==> config.mk <==
export PLATFORM = sky130hd
export DESIGN_NAME = mips_cpu_bus_arbiter
export DESIGN_NICKNAME = d
export VERILOG_FILES = /design/src/rtl/mips_cpu_bus_arbiter.sv
export SDC_FILE = /design/constraint.sdc
export NUM_CORES = 1
export LEC_CHECK = 0
export CAP_MARGIN = 20
export CORE_MARGIN = 2
export CORE_UTILIZATION = 30
export CTS_CLUSTER_DIAMETER = 40
export DETAILED_ROUTE_END_ITERATION = 16
export GPL_TIMING_DRIVEN = 0
export RECOVER_POWER = 100
export SYNTH_ARGS = -nofsm -noshare
export SYNTH_HDL_FRONTEND = slang
export SYNTH_SLANG_ARGS = --single-unit
==> constraint.sdc <==
create_clock -name clk -period 4.2 [get_ports clk]
set_input_delay 0.84 -clock clk [delete_from_list [all_inputs] [get_ports clk]]
set_output_delay 0.84 -clock clk [all_outputs]
set_load 0.02 [all_outputs]
==> src/rtl/mips_cpu_bus_arbiter.sv <==
// Two-master round-robin arbiter sharing the CPU memory bus between instruction
// fetch (m0) and load/store (m1); sequences grant, issue, slave stall and read latency.
module mips_cpu_bus_arbiter #(
  parameter int ADDR_W       = 32,
  parameter int READ_LATENCY = 1
) (
  input  logic              clk,
  input  logic              reset_n,
  input  logic              m0_read,
  input  logic              m0_write,
  input  logic [ADDR_W-1:0] m0_addr,
  input  logic [3:0]        m0_byteenable,
  input  logic [31:0]       m0_writedata,
  output logic              m0_waitrequest,
  output logic [31:0]       m0_readdata,
  input  logic              m1_read,
  input  logic              m1_write,
  input  logic [ADDR_W-1:0] m1_addr,
  input  logic [3:0]        m1_byteenable,
  input  logic [31:0]       m1_writedata,
  output logic              m1_waitrequest,
  output logic [31:0]       m1_readdata,
  output logic              s_read,
  output logic              s_write,
  output logic [ADDR_W-1:0] s_addr,
  output logic [3:0]        s_byteenable,
  output logic [31:0]       s_writedata,
  input  logic              s_waitrequest,
  input  logic [31:0]       s_readdata
);

  localparam logic [1:0] IDLE   = 2'd0;
  localparam logic [1:0] ISSUE  = 2'd1;
  localparam logic [1:0] RDWAIT = 2'd2;
  localparam logic [1:0] DONE   = 2'd3;
  localparam logic [2:0] LAT_INIT = 3'(READ_LATENCY);

  logic [1:0]        state_q, state_d;
  logic              grant_q, grant_d;
  logic              last_q, last_d;
  logic              op_write_q, op_write_d;
  logic [ADDR_W-1:0] addr_q, addr_d;
  logic [3:0]        be_q, be_d;
  logic [31:0]       wdata_q, wdata_d;
  logic [2:0]        cnt_q, cnt_d;
  logic [31:0]       m0_rdata_q, m0_rdata_d;
  logic [31:0]       m1_rdata_q, m1_rdata_d;
  logic              m0_req, m1_req, pick_m1;

  // Read and write together is malformed and never counts as a request.
  assign m0_req  = m0_read ^ m0_write;
  assign m1_req  = m1_read ^ m1_write;
  assign pick_m1 = m1_req && (!m0_req || !last_q);

  always_comb begin
    state_d    = state_q;
    grant_d    = grant_q;
    last_d     = last_q;
    op_write_d = op_write_q;
    addr_d     = addr_q;
    be_d       = be_q;
    wdata_d    = wdata_q;
    cnt_d      = cnt_q;
    m0_rdata_d = m0_rdata_q;
    m1_rdata_d = m1_rdata_q;
    case (state_q)
      IDLE: begin
        if (m0_req || m1_req) begin
          grant_d    = pick_m1;
          last_d     = pick_m1;
          op_write_d = pick_m1 ? m1_write : m0_write;
          addr_d     = pick_m1 ? m1_addr : m0_addr;
          be_d       = pick_m1 ? m1_byteenable : m0_byteenable;
          wdata_d    = pick_m1 ? m1_writedata : m0_writedata;
          state_d    = ISSUE;
        end
      end
      ISSUE: begin
        if (!s_waitrequest) begin
          if (op_write_q) begin
            state_d = DONE;
          end else begin
            cnt_d   = LAT_INIT;
            state_d = RDWAIT;
          end
        end
      end
      RDWAIT: begin
        cnt_d = cnt_q - 3'd1;
        if (cnt_q <= 3'd1) begin
          cnt_d = '0;
          if (grant_q) m1_rdata_d = s_readdata;
          else         m0_rdata_d = s_readdata;
          state_d = DONE;
        end
      end
      DONE:    state_d = IDLE;
      default: state_d = IDLE;
    endcase
  end

  always_ff @(posedge clk or negedge reset_n) begin
    if (!reset_n) begin
      state_q    <= IDLE;
      grant_q    <= 1'b0;
      last_q     <= 1'b1;
      op_write_q <= 1'b0;
      addr_q     <= '0;
      be_q       <= '0;
      wdata_q    <= '0;
      cnt_q      <= '0;
      m0_rdata_q <= '0;
      m1_rdata_q <= '0;
    end else begin
      state_q    <= state_d;
      grant_q    <= grant_d;
      last_q     <= last_d;
      op_write_q <= op_write_d;
      addr_q     <= addr_d;
      be_q       <= be_d;
      wdata_q    <= wdata_d;
      cnt_q      <= cnt_d;
      m0_rdata_q <= m0_rdata_d;
      m1_rdata_q <= m1_rdata_d;
    end
  end

  assign s_read         = (state_q == ISSUE) && !op_write_q;
  assign s_write        = (state_q == ISSUE) && op_write_q;
  assign s_addr         = addr_q;
  assign s_byteenable   = be_q;
  assign s_writedata    = wdata_q;
  assign m0_waitrequest = !((state_q == DONE) && !grant_q);
  assign m1_waitrequest = !((state_q == DONE) && grant_q);
  assign m0_readdata    = m0_rdata_q;
  assign m1_readdata    = m1_rdata_q;

endmodule

==> reports/qor.yml <==
outcome: "finished, violations left"
violations: "max-capacitance violations, max-slew violations"
synth_flop_count: 140
async_flop_share: 1.000
max_stage_delay_ns: 0.60
dr.first_iter.drc_count: 207
grt_pass1_wl_um: 29010
critical_path_buf_inv_count: 3
ys_seq_frac: 0.5710
grt_max_degree: 72
crit_path_start: "m0_write"
wl_met1_um: 7140
crit_top_cell: "clkbuf_1"
grt_pass1_vias: 5424
tightest_slew_ns: 1.798
max_cap_violations: 1
synth_area_per_cell_sq_um: 12.55
critPathRequiredTime_ns: 4.49
grt_util_all_layers: 0.1727
holdCritStartpoint: "s_addr[18]$_DFFE_PN0P_"
r2r_end: "m0_readdata[10]$_DFFE_PN0P_"
crit_cells: 6
finalMaxSlewViolations: 70
finish.instance_area_sq_um: 10160
htreeDepth: 4
reg2reg_from: "cnt_q[1]$_DFFE_PN0P_"
area_growth_syn_to_layout_pct: 65.57
peakVddDrop_mv: 0.2829
viasPerCell: 4.492
wirelength_um: 18100
clock-root-buffer: "clkbuf_16"
drive_gt1_frac: 0.1300
end_kind: "flop"
[report_power, final]
group	switching, mW	leakage (nW)	total (mW)	internal (mW)
registers	0.332	1.69	2.36	2.03
clock network	0.584	0.298	1.58	0.997
logic	1.94	2.46	3.65	1.70
total	2.86	4.45	7.59	4.73
[layout make-up]
cell class | count | area (sq um) | area share
repair buffers | 311 | 3126 | 0.3076
flip-flops and latches | 140 | 3505 | 0.3449
diodes | 1 | 2.502 | 0.0002463
inverters | 6 | 22.52 | 0.002216
well taps | 270 | 337.8 | 0.03325
multi-input cells | 314 | 2356 | 0.2319
plain buffers | 29 | 191.4 | 0.01884
clock buffers | 18 | 429.2 | 0.04224
clock inverters | 13 | 191.4 | 0.01884
[cell usage in the layout (no fill, tap or decap), types with 2 or more instances in the layout]
master / synthesis / final
clkdlybuf4s50_1: 0 / 171
dfrtp_1: 139 / 139
dlygate4sd3_1: 0 / 138
nand2_1: 73 / 73
o21ai_0: 4 / 70
mux2i_1: 70 / 70
mux2_2: 66 / 66
clkbuf_1: 12 / 22
clkbuf_16: 0 / 17
ha_1: 7 / 7
inv_1: 6 / 6
buf_8: 6 / 6
o21ai_1: 69 / 4
bufinv_16: 0 / 4
nor2b_1: 3 / 3
clkinv_4: 0 / 3
xor2_1: 1 / 2
buf_6: 6 / 2
nor2_1: 2 / 2
nor4b_1: 1 / 2
mux2_1: 2 / 2
clkinv_2: 0 / 2
clkinvlp_4: 0 / 2
[synth_stat cells (4+ instances only)]
| cell type | number |
|---|---|
| mux2i_1 | 70 |
| ha_1 | 7 |
| buf_2 | 5 |
| inv_1 | 6 |
| o21ai_0 | 4 |
| clkbuf_1 | 12 |
| dfrtp_1 | 139 |
| mux2_2 | 66 |
| o21ai_1 | 69 |
| nand2_1 | 73 |
| buf_6 | 6 |
| buf_8 | 6 |
[registers in the layout, summed over array words and instances (netlist names)]
| signal | flops |
|---|---|
| m1_readdata | 32 |
| last_q | 1 |
| op_write_q | 1 |
| m0_readdata | 32 |
| s_addr | 32 |
| s_writedata | 32 |
| state_q | 2 |
| grant_q | 1 |
| s_byteenable | 4 |
| cnt_q | 3 |
[metal layers]
| metal | up-vias | track usage |
|---|---|---|
| li1 | 2361 | - |
| met1 | 2375 | 0.1969 |
| met2 | 205 | 0.3080 |
| met3 | 9 | 0.06335 |
| met4 | 0 | 0.04279 |
| met5 | - | 0 |
[tightest hold or removal path, cell delays in order, from the launching register on]
cell and delay (ns):
dfrtp_1 0.34, nand2_1 0.04, o21ai_0 0.06
[cells by family (layout without fill, tap and decap cells)]
kind of cell | Yosys count | count (layout) | share of synthesized area
other | 0 | 1 | 0
multiplexers | 138 | 138 | 0.2389
buffers and inverters | 35 | 377 | 0.04077
AND/OR/NAND/NOR | 84 | 84 | 0.05811
adder cells (fa/ha/maj) | 7 | 7 | 0.01427
flip-flops | 140 | 140 | 0.5711
XOR/XNOR | 2 | 2 | 0.004078
AND-OR/OR-AND | 83 | 83 | 0.07278
I/O pins on the die edge:
Pins as bars across the die edge, other pins in grey.
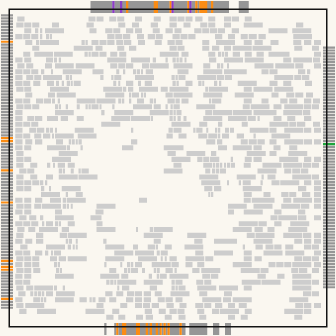
purple -> m1_byteenable  # pins 4, direction input, edge top
green -> s_waitrequest  # pins 1, direction input, edge right
orange -> m1_writedata  # pins 32, direction input, edge 12 bottom, 11 top, 9 left
all pins by edge = 101 left, 83 right, 75 top, 52 bottom

Register map, names as in the netlist:
Other sequential cells in the stronger grey, the rest of the logic in the fainter grey.
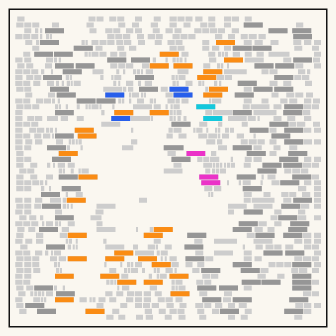
blue -> s_byteenable  # placed flops 4, where top centre
orange -> s_writedata  # placed flops 32
magenta -> cnt_q  # placed flops 3
cyan -> state_q  # placed flops 2
not coloured = 99

The metal 3 layer:
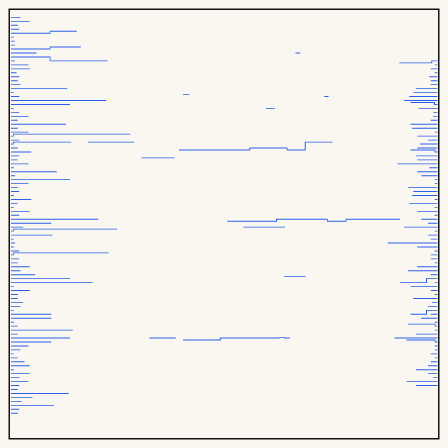
longest straight run = 40.0 um
wire length on this layer = 1440 um
share of all routed wire = 8.0%

Congestion heat map:
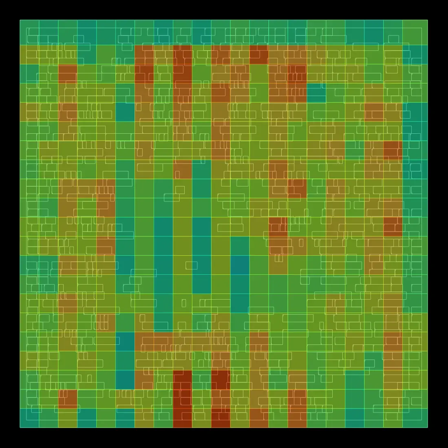
Avg WL per Cell: 16.42 um
GR Layer Usage met2: 0.3080

Power figures rest on the tool's default switching activity, not on a simulated workload.
